File: src/rtl/snn_pkg.sv
// Shared types and constants for the SNN window sequencer.
package snn_pkg;

  localparam int unsigned SAMPLE_W = 6;
  localparam int unsigned CLASS_W  = 2;

  typedef enum logic [1:0] {
    FILL   = 2'd0,
    ARM    = 2'd1,
    RUN    = 2'd2,
    RESULT = 2'd3
  } seq_state_t;

  // Result payload presented on the result port
  typedef struct packed {
    logic [CLASS_W-1:0] cls;
    logic               no_spike;
    logic               timeout;
  } seq_result_t;

endpackage

File: src/rtl/snn_window_ram.sv
// Window sample buffer: one write port, one registered synchronous read port.
module snn_window_ram #(
  parameter int unsigned DEPTH  = 256,
  parameter int unsigned WIDTH  = 6,
  parameter int unsigned ADDR_W = $clog2(DEPTH)
) (
  input  logic              clk,
  input  logic              rst_n,
  input  logic              we,
  input  logic [ADDR_W-1:0] waddr,
  input  logic [WIDTH-1:0]  wdata,
  input  logic [ADDR_W-1:0] raddr,
  output logic [WIDTH-1:0]  rdata
);

  logic [WIDTH-1:0] mem [DEPTH];

  // Sample storage, written on accepted stream beats
  always_ff @(posedge clk) begin
    if (we) mem[waddr] <= wdata;
  end

  // Read data register, cleared by reset
  always_ff @(posedge clk or negedge rst_n) begin
    if (!rst_n) rdata <= '0;
    else        rdata <= mem[raddr];
  end

endmodule

File: src/rtl/snn_window_sequencer.sv
// Window sequencer feeding the SNN ECG classifier core: buffers one window,
// arms and runs the core, and returns the classification on a valid/ready port.
// Optional build macro SNN_SEQ_CYCLES_EN adds res_cycles (RUN cycle count).
module snn_window_sequencer #(
  parameter int unsigned WIN_LEN    = 256,
  parameter int unsigned SAMPLE_W   = snn_pkg::SAMPLE_W,
  parameter int unsigned ARM_CYCLES = 3,
  parameter int unsigned MAX_CYCLES = 65535,
  parameter int unsigned IDX_W      = 16
) (
  input  logic                         clk,
  input  logic                         resetn,
  input  logic                         s_valid,
  output logic                         s_ready,
  input  logic [SAMPLE_W-1:0]          s_data,
  input  logic [$clog2(WIN_LEN)-1:0]   win_addr,
  output logic [SAMPLE_W-1:0]          win_data,
  output logic                         core_resetn,
  input  logic                         core_done,
  input  logic [snn_pkg::CLASS_W-1:0]  core_class,
  input  logic                         core_no_spike,
  output logic                         res_valid,
  input  logic                         res_ready,
  output logic [snn_pkg::CLASS_W-1:0]  res_class,
  output logic                         res_no_spike,
  output logic                         res_timeout,
  output logic [IDX_W-1:0]             res_index,
`ifdef SNN_SEQ_CYCLES_EN
  output logic [IDX_W-1:0]             res_cycles,
`endif
  output logic                         busy
);

  import snn_pkg::*;

  localparam int unsigned ADDR_W = $clog2(WIN_LEN);
  localparam int unsigned ARM_W  = $clog2(ARM_CYCLES + 1);
  localparam int unsigned RUN_W  = $clog2(MAX_CYCLES + 1);

  seq_state_t        state_q, state_d;
  logic [ADDR_W-1:0] wr_ptr_q, wr_ptr_d;
  logic [ARM_W-1:0]  arm_cnt_q, arm_cnt_d;
  logic [RUN_W-1:0]  run_cnt_q, run_cnt_d;
  logic              res_valid_d;
  seq_result_t       res_q, res_d;
  logic [IDX_W-1:0]  res_index_d;
  logic              win_we;

`ifdef SNN_SEQ_CYCLES_EN
  localparam int unsigned SAT_W = (RUN_W + 1 > IDX_W) ? RUN_W + 1 : IDX_W;
  logic [SAT_W-1:0] run_len;
  logic [IDX_W-1:0] run_len_sat;
  logic [IDX_W-1:0] cycles_d;

  // RUN cycles including the current one, saturated to the port width
  always_comb begin
    run_len     = SAT_W'(run_cnt_q) + 1'b1;
    run_len_sat = (run_len > SAT_W'({IDX_W{1'b1}})) ? {IDX_W{1'b1}} : IDX_W'(run_len);
  end
`endif

  // Next-state, counters and result capture
  always_comb begin
    state_d     = state_q;
    wr_ptr_d    = wr_ptr_q;
    arm_cnt_d   = arm_cnt_q;
    run_cnt_d   = run_cnt_q;
    res_valid_d = res_valid;
    res_d       = res_q;
    res_index_d = res_index;
    win_we      = 1'b0;
`ifdef SNN_SEQ_CYCLES_EN
    cycles_d    = res_cycles;
`endif
    case (state_q)
      FILL: begin
        if (s_valid && s_ready) begin
          win_we   = 1'b1;
          wr_ptr_d = wr_ptr_q + 1'b1;
          if (wr_ptr_q == ADDR_W'(WIN_LEN - 1)) begin
            state_d   = ARM;
            arm_cnt_d = '0;
          end
        end
      end
      ARM: begin
        arm_cnt_d = arm_cnt_q + 1'b1;
        if (arm_cnt_q == ARM_W'(ARM_CYCLES - 1)) begin
          state_d   = RUN;
          run_cnt_d = '0;
        end
      end
      RUN: begin
        run_cnt_d = run_cnt_q + 1'b1;
        if (core_done) begin
          res_d       = '{cls: core_class, no_spike: core_no_spike, timeout: 1'b0};
          res_valid_d = 1'b1;
          state_d     = RESULT;
`ifdef SNN_SEQ_CYCLES_EN
          cycles_d    = run_len_sat;
`endif
        end else if (run_cnt_q == RUN_W'(MAX_CYCLES - 1)) begin
          res_d       = '{cls: '0, no_spike: 1'b1, timeout: 1'b1};
          res_valid_d = 1'b1;
          state_d     = RESULT;
`ifdef SNN_SEQ_CYCLES_EN
          cycles_d    = run_len_sat;
`endif
        end
      end
      RESULT: begin
        if (res_ready) begin
          res_valid_d = 1'b0;
          res_index_d = res_index + 1'b1;
          state_d     = FILL;
        end
      end
      default: state_d = FILL;
    endcase
  end

  // State and registered outputs; core leaves reset one cycle after RUN entry
  always_ff @(posedge clk or negedge resetn) begin
    if (!resetn) begin
      state_q     <= FILL;
      wr_ptr_q    <= '0;
      arm_cnt_q   <= '0;
      run_cnt_q   <= '0;
      res_valid   <= 1'b0;
      res_q       <= '0;
      res_index   <= '0;
      s_ready     <= 1'b1;
      busy        <= 1'b0;
      core_resetn <= 1'b0;
`ifdef SNN_SEQ_CYCLES_EN
      res_cycles  <= '0;
`endif
    end else begin
      state_q     <= state_d;
      wr_ptr_q    <= wr_ptr_d;
      arm_cnt_q   <= arm_cnt_d;
      run_cnt_q   <= run_cnt_d;
      res_valid   <= res_valid_d;
      res_q       <= res_d;
      res_index   <= res_index_d;
      s_ready     <= (state_d == FILL);
      busy        <= (state_d != FILL);
      core_resetn <= (state_q == RUN) && (state_d == RUN);
`ifdef SNN_SEQ_CYCLES_EN
      res_cycles  <= cycles_d;
`endif
    end
  end

  assign res_class    = res_q.cls;
  assign res_no_spike = res_q.no_spike;
  assign res_timeout  = res_q.timeout;

  snn_window_ram #(
    .DEPTH (WIN_LEN),
    .WIDTH (SAMPLE_W),
    .ADDR_W(ADDR_W)
  ) u_ram (
    .clk  (clk),
    .rst_n(resetn),
    .we   (win_we),
    .waddr(wr_ptr_q),
    .wdata(s_data),
    .raddr(win_addr),
    .rdata(win_data)
  );

endmodule

File: config.mk
export PLATFORM = sky130hd
export DESIGN_NAME = snn_window_sequencer
export DESIGN_NICKNAME = d
export VERILOG_FILES = /design/src/rtl/snn_pkg.sv /design/src/rtl/snn_window_ram.sv /design/src/rtl/snn_window_sequencer.sv
export SDC_FILE = /design/constraint.sdc
export NUM_CORES = 1
export LEC_CHECK = 0
export CAP_MARGIN = 5
export CORE_MARGIN = 2
export CORE_UTILIZATION = 42
export DETAILED_ROUTE_END_ITERATION = 10
export GPL_TIMING_DRIVEN = 0
export PLACE_DENSITY = 0.64
export REMOVE_ABC_BUFFERS = 1
export SLEW_MARGIN = 20
export SYNTH_ARGS = -nofsm -noshare
export SYNTH_HDL_FRONTEND = slang
export SYNTH_HIERARCHICAL = 1
export SYNTH_SLANG_ARGS = --single-unit
File: constraint.sdc
create_clock -name clk -period 3.6 [get_ports clk]
set_input_delay 0.72 -clock clk [delete_from_list [all_inputs] [get_ports clk]]
set_output_delay 0.72 -clock clk [all_outputs]
set_load 0.01 [all_outputs]
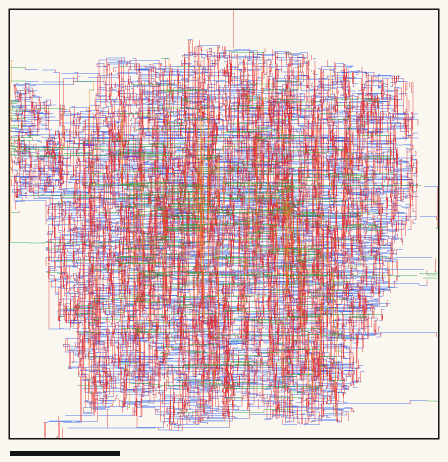
Figure 1: wiring by layer.
Bar = 100 um.
orange -> metal 4  # wire length 4,520 um
blue -> metal 1  # wire length 62.9 mm
purple -> metal 5  # wire length 21.2 um
green -> metal 3  # wire length 11,400 um
red -> metal 2  # wire length 72.9 mm
All-Layer GR Usage: 19.9%
via count: 31,684
WL final: 152,000 um

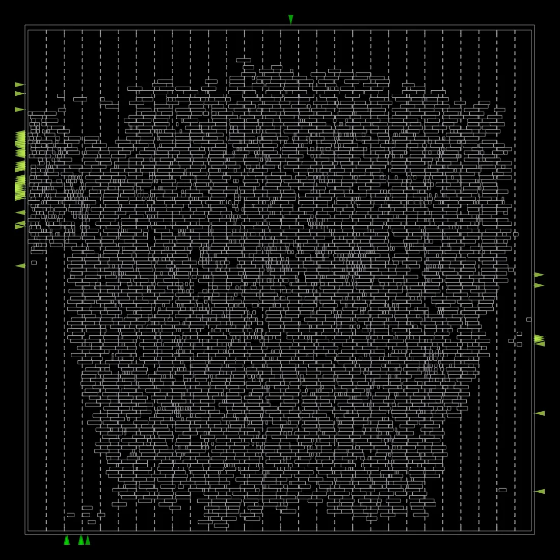
Figure 2: cell outlines without signal wires.
Finished Layout Cells: 5,358
sequential cell area share: 66.7%
Flop Count: 1,594

==> run_results.csv <==
group,metric,value,unit
final_timing,timing.fmax,0.283,GHz
route,wl_met1,62900,um
global_route,grt_overflow_total,0,
final_timing,max_slew.worst_pin.slew,1.16,ns
setup_path,cp.required,4.00,ns
min_path,hp-class,"in -> reg",
place,post_dp_cell_area,66000,um2
flow_run,drv_cap,0,
pwr,p_sw,8780,uW
setup_path,cp_top_family,"simple AND/OR/NAND/NOR gates",
pwr,combPwrFrac,6.6,%
route,avgViaCountPerCell,5.91,
die,ioPinCount,52,
setup_path,arrival,3.94,ns
synth,ys_sh_xor,0.322,%
finish,layout_top_cells,"1,536 x edfxtp_1, 331 x mux4_2, 303 x nor2_1, 164 x clkbuf_16, 107 x mux2i_1",
finish,regArea,47600,um2
final_timing,rsz0062_at_grt,"true",
setup_path,critical_path_depth,4,
synth,adder_share,0.0999,%
synth,yosysCellCount,3210,
setup_path,cp_max_fo,24,
synth,netlist.area_leader.share,73.7,%
synth,edf_count,1536,
place,hpwl,93500,um
final_timing,setup_viol,0,
die,num_rows,141,
outcome,status,"finished clean",
setup_path,crit_type,"reg -> reg",
cts,clock_path_buffers,3,
die,die_w,390,um
synth,synth_top_cell_by_area,"edfxtp_1",
finish,area_growth,13.9,%
setup_path,regToRegSetupSlack,0.06,ns
global_route,grt_pass1_wl,220000,um
synth,synth_cell_type_count,69,
die,fp-utilization,42.4,%
synth,flop_cell,"edfxtp_1",
die,fp.dieArea,152000,um2
pwr,clock_power_share,41.0,%
pwr,powerClk,16200,uW
synth,ys_sh_mux,14.0,%
route,routed.top_layer,"met5",
finish,logic_area,14200,um2
pwr,powerSeq,20700,uW
finish,design_area,71300,um2
pwr,pg_comb,2600,uW
global_route,antenna_found_initial,9,
pwr,p_per_area,555,nW/um2
synth,simple_gate_area_share,4.28,%
pwr,internal-power,30800,uW
finish,drive_gt1_share,20.0,%
global_route,grt_max_degree,130,
route,drt-initial-drc-count,3655,
global_route,grt_util_met1,28.1,%
finish,post-route-util,48.2,%
cts,post_cts_buffers,1,
synth,ys_top_logic_family,"multiplexers",
pwr,p_leak,0.0222,uW
final_timing,maxSlewViolCount,0,
global_route,met2_usage,31.5,%
synth,yosys_warnings,6,
setup_path,crit_chain,"and4bb_2 > nand3_2 > buf_16 > nor2_1",
finish,fin_nets,3325,
finish,lay_top_count,"edfxtp_1",
cts,cts_tree,"yes",
setup_path,r2r-start,"state_q[1]",
synth,synth_async_sr_flop_share,3.64,%
setup_path,cp-start-kind,"register",
setup_path,cp_slowest_cell,"and4bb_2",
route,route.met3.wl,11400,um
global_route,grt_pass1_vias,31875,
synth,avgSynthCellArea,19.5,um2
cts,insertion_delay,0.78,ns
route,drt_pass1_iterations,6,
final_timing,hold_viol,0,
place,placed_cells,5059,
cts,cts-root-buf,"clkbuf_16",
setup_path,r2r_cells,4,
place,place_congestion,0.792,
final_timing,fin_crit,3.54,ns
flow_run,tool_warnings,42,
setup_path,worst-path-buf-inv,1,
place,numPortBuffers,51,
synth,synth_area,62600,um2
finish,fillers,11970,
setup_path,cp-startpoint,"state_q[1]",
synth,synth.most_common_cell,"edfxtp_1",
cts,cts_max_level,4,
cts,clkSlewWorstSetupHoldPaths,0.06,ns
final_timing,slew_headroom,22.7,%
cts,cts_made_buffers,160,
synth,yosys-top-cells-area,"edfxtp_1 74%, mux4_2 12%, dfrtp_1 2.3%",
synth,postSynthSeqShare,76.0,%
pwr,netSwitchingFraction,22.2,%
die,die_h,390,um
cts,cts_hold_buf,1,
setup_path,cp_slowest_stage_delay,0.89,ns
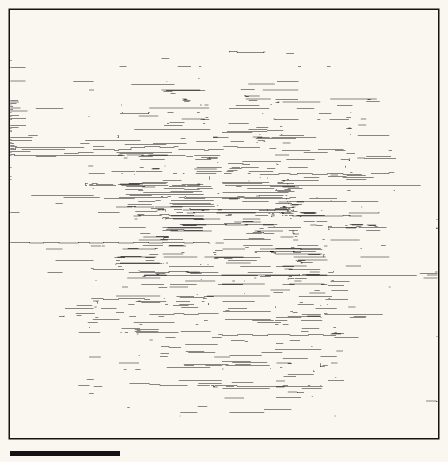
Figure 3: metal 3.
Bar = 100 um.
share of all routed wire = 7.5%
wire length on this layer = 11,400 um
main direction = horizontal
M3 GR Usage: 3.61%

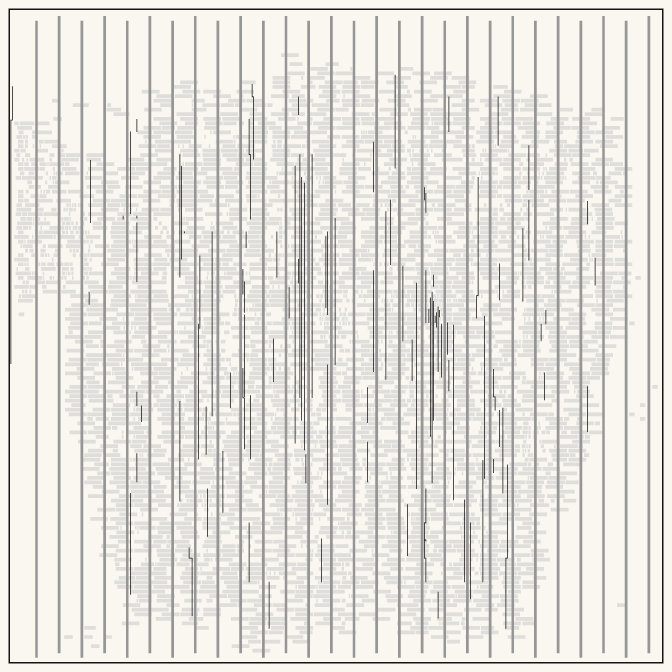
Figure 4: M4 wires.
Supply wires on this layer in gray. Cells faint in the background.
share of all routed wire = 3.0%
wire length on this layer = 4,520 um
nets with wire on the layer = 61
main direction = vertical
longest straight run = 166 um

[state kept, by name, indices dropped and copies added, names as in the netlist, 2 cells and up]
| name | count |
|---|---|
| u_ram/mem | 1536 |
| res_index | 16 |
| run_cnt_q | 16 |
| wr_ptr_q | 8 |
| u_ram/rdata | 6 |
| arm_cnt_q | 2 |
| res_class | 2 |
| state_q | 2 |
[how the worst min path moves through the flow]
stage                  startpoint                to  slack [ns]
finish                  s_data[5]  u_ram/mem[58][5]        0.30
global placement    res_index[15]     res_index[15]        0.46
global route            s_data[5]  u_ram/mem[58][5]        0.28
detailed placement  res_index[15]     res_index[15]        0.46
floorplan                  resetn      arm_cnt_q[0]        0.42
CTS                     s_data[5]  u_ram/mem[58][5]        0.25
[per-stage QoR]
| stage | setup slack, ns | setup TNS [ns] | power, uW | hold slack, ns |
|---|---|---|---|---|
| 3_5_place_dp | -1.43 | -273.04 | 23700 | 0.463 |
| 4_1_cts | 0.00455 | 0 | 39900 | 0.249 |
| 3_3_place_gp | -26.69 | - | 24800 | 0.464 |
| 2_1_floorplan | 0.893 | 0 | 22200 | 0.424 |
| 5_1_grt | -0.0543 | -0.968 | 40800 | 0.281 |
| 6_report | 0.0639 | 0 | 39600 | 0.302 |
[cell type report]
type                            count  area share (%)
Timing Repair Buffer              117            2.82
Sequential cell                  1594            66.7
Clock buffer                      219            6.10
Inverter                           13          0.0702
Tap cell                         1930            3.39
Multi-Input combinational cell   1412            19.9
Clock inverter                     73            1.04
[logic make-up (layout without fill, tap and decap cells)]
family	Yosys count	count (layout)
fa+ha+maj	5	5
mux	460	460
simple gates	594	594
buf+inv	204	422
compound gates	330	330
xor+xnor	23	23
flops	1594	1594
Power is estimated from default activity; no workload was simulated.
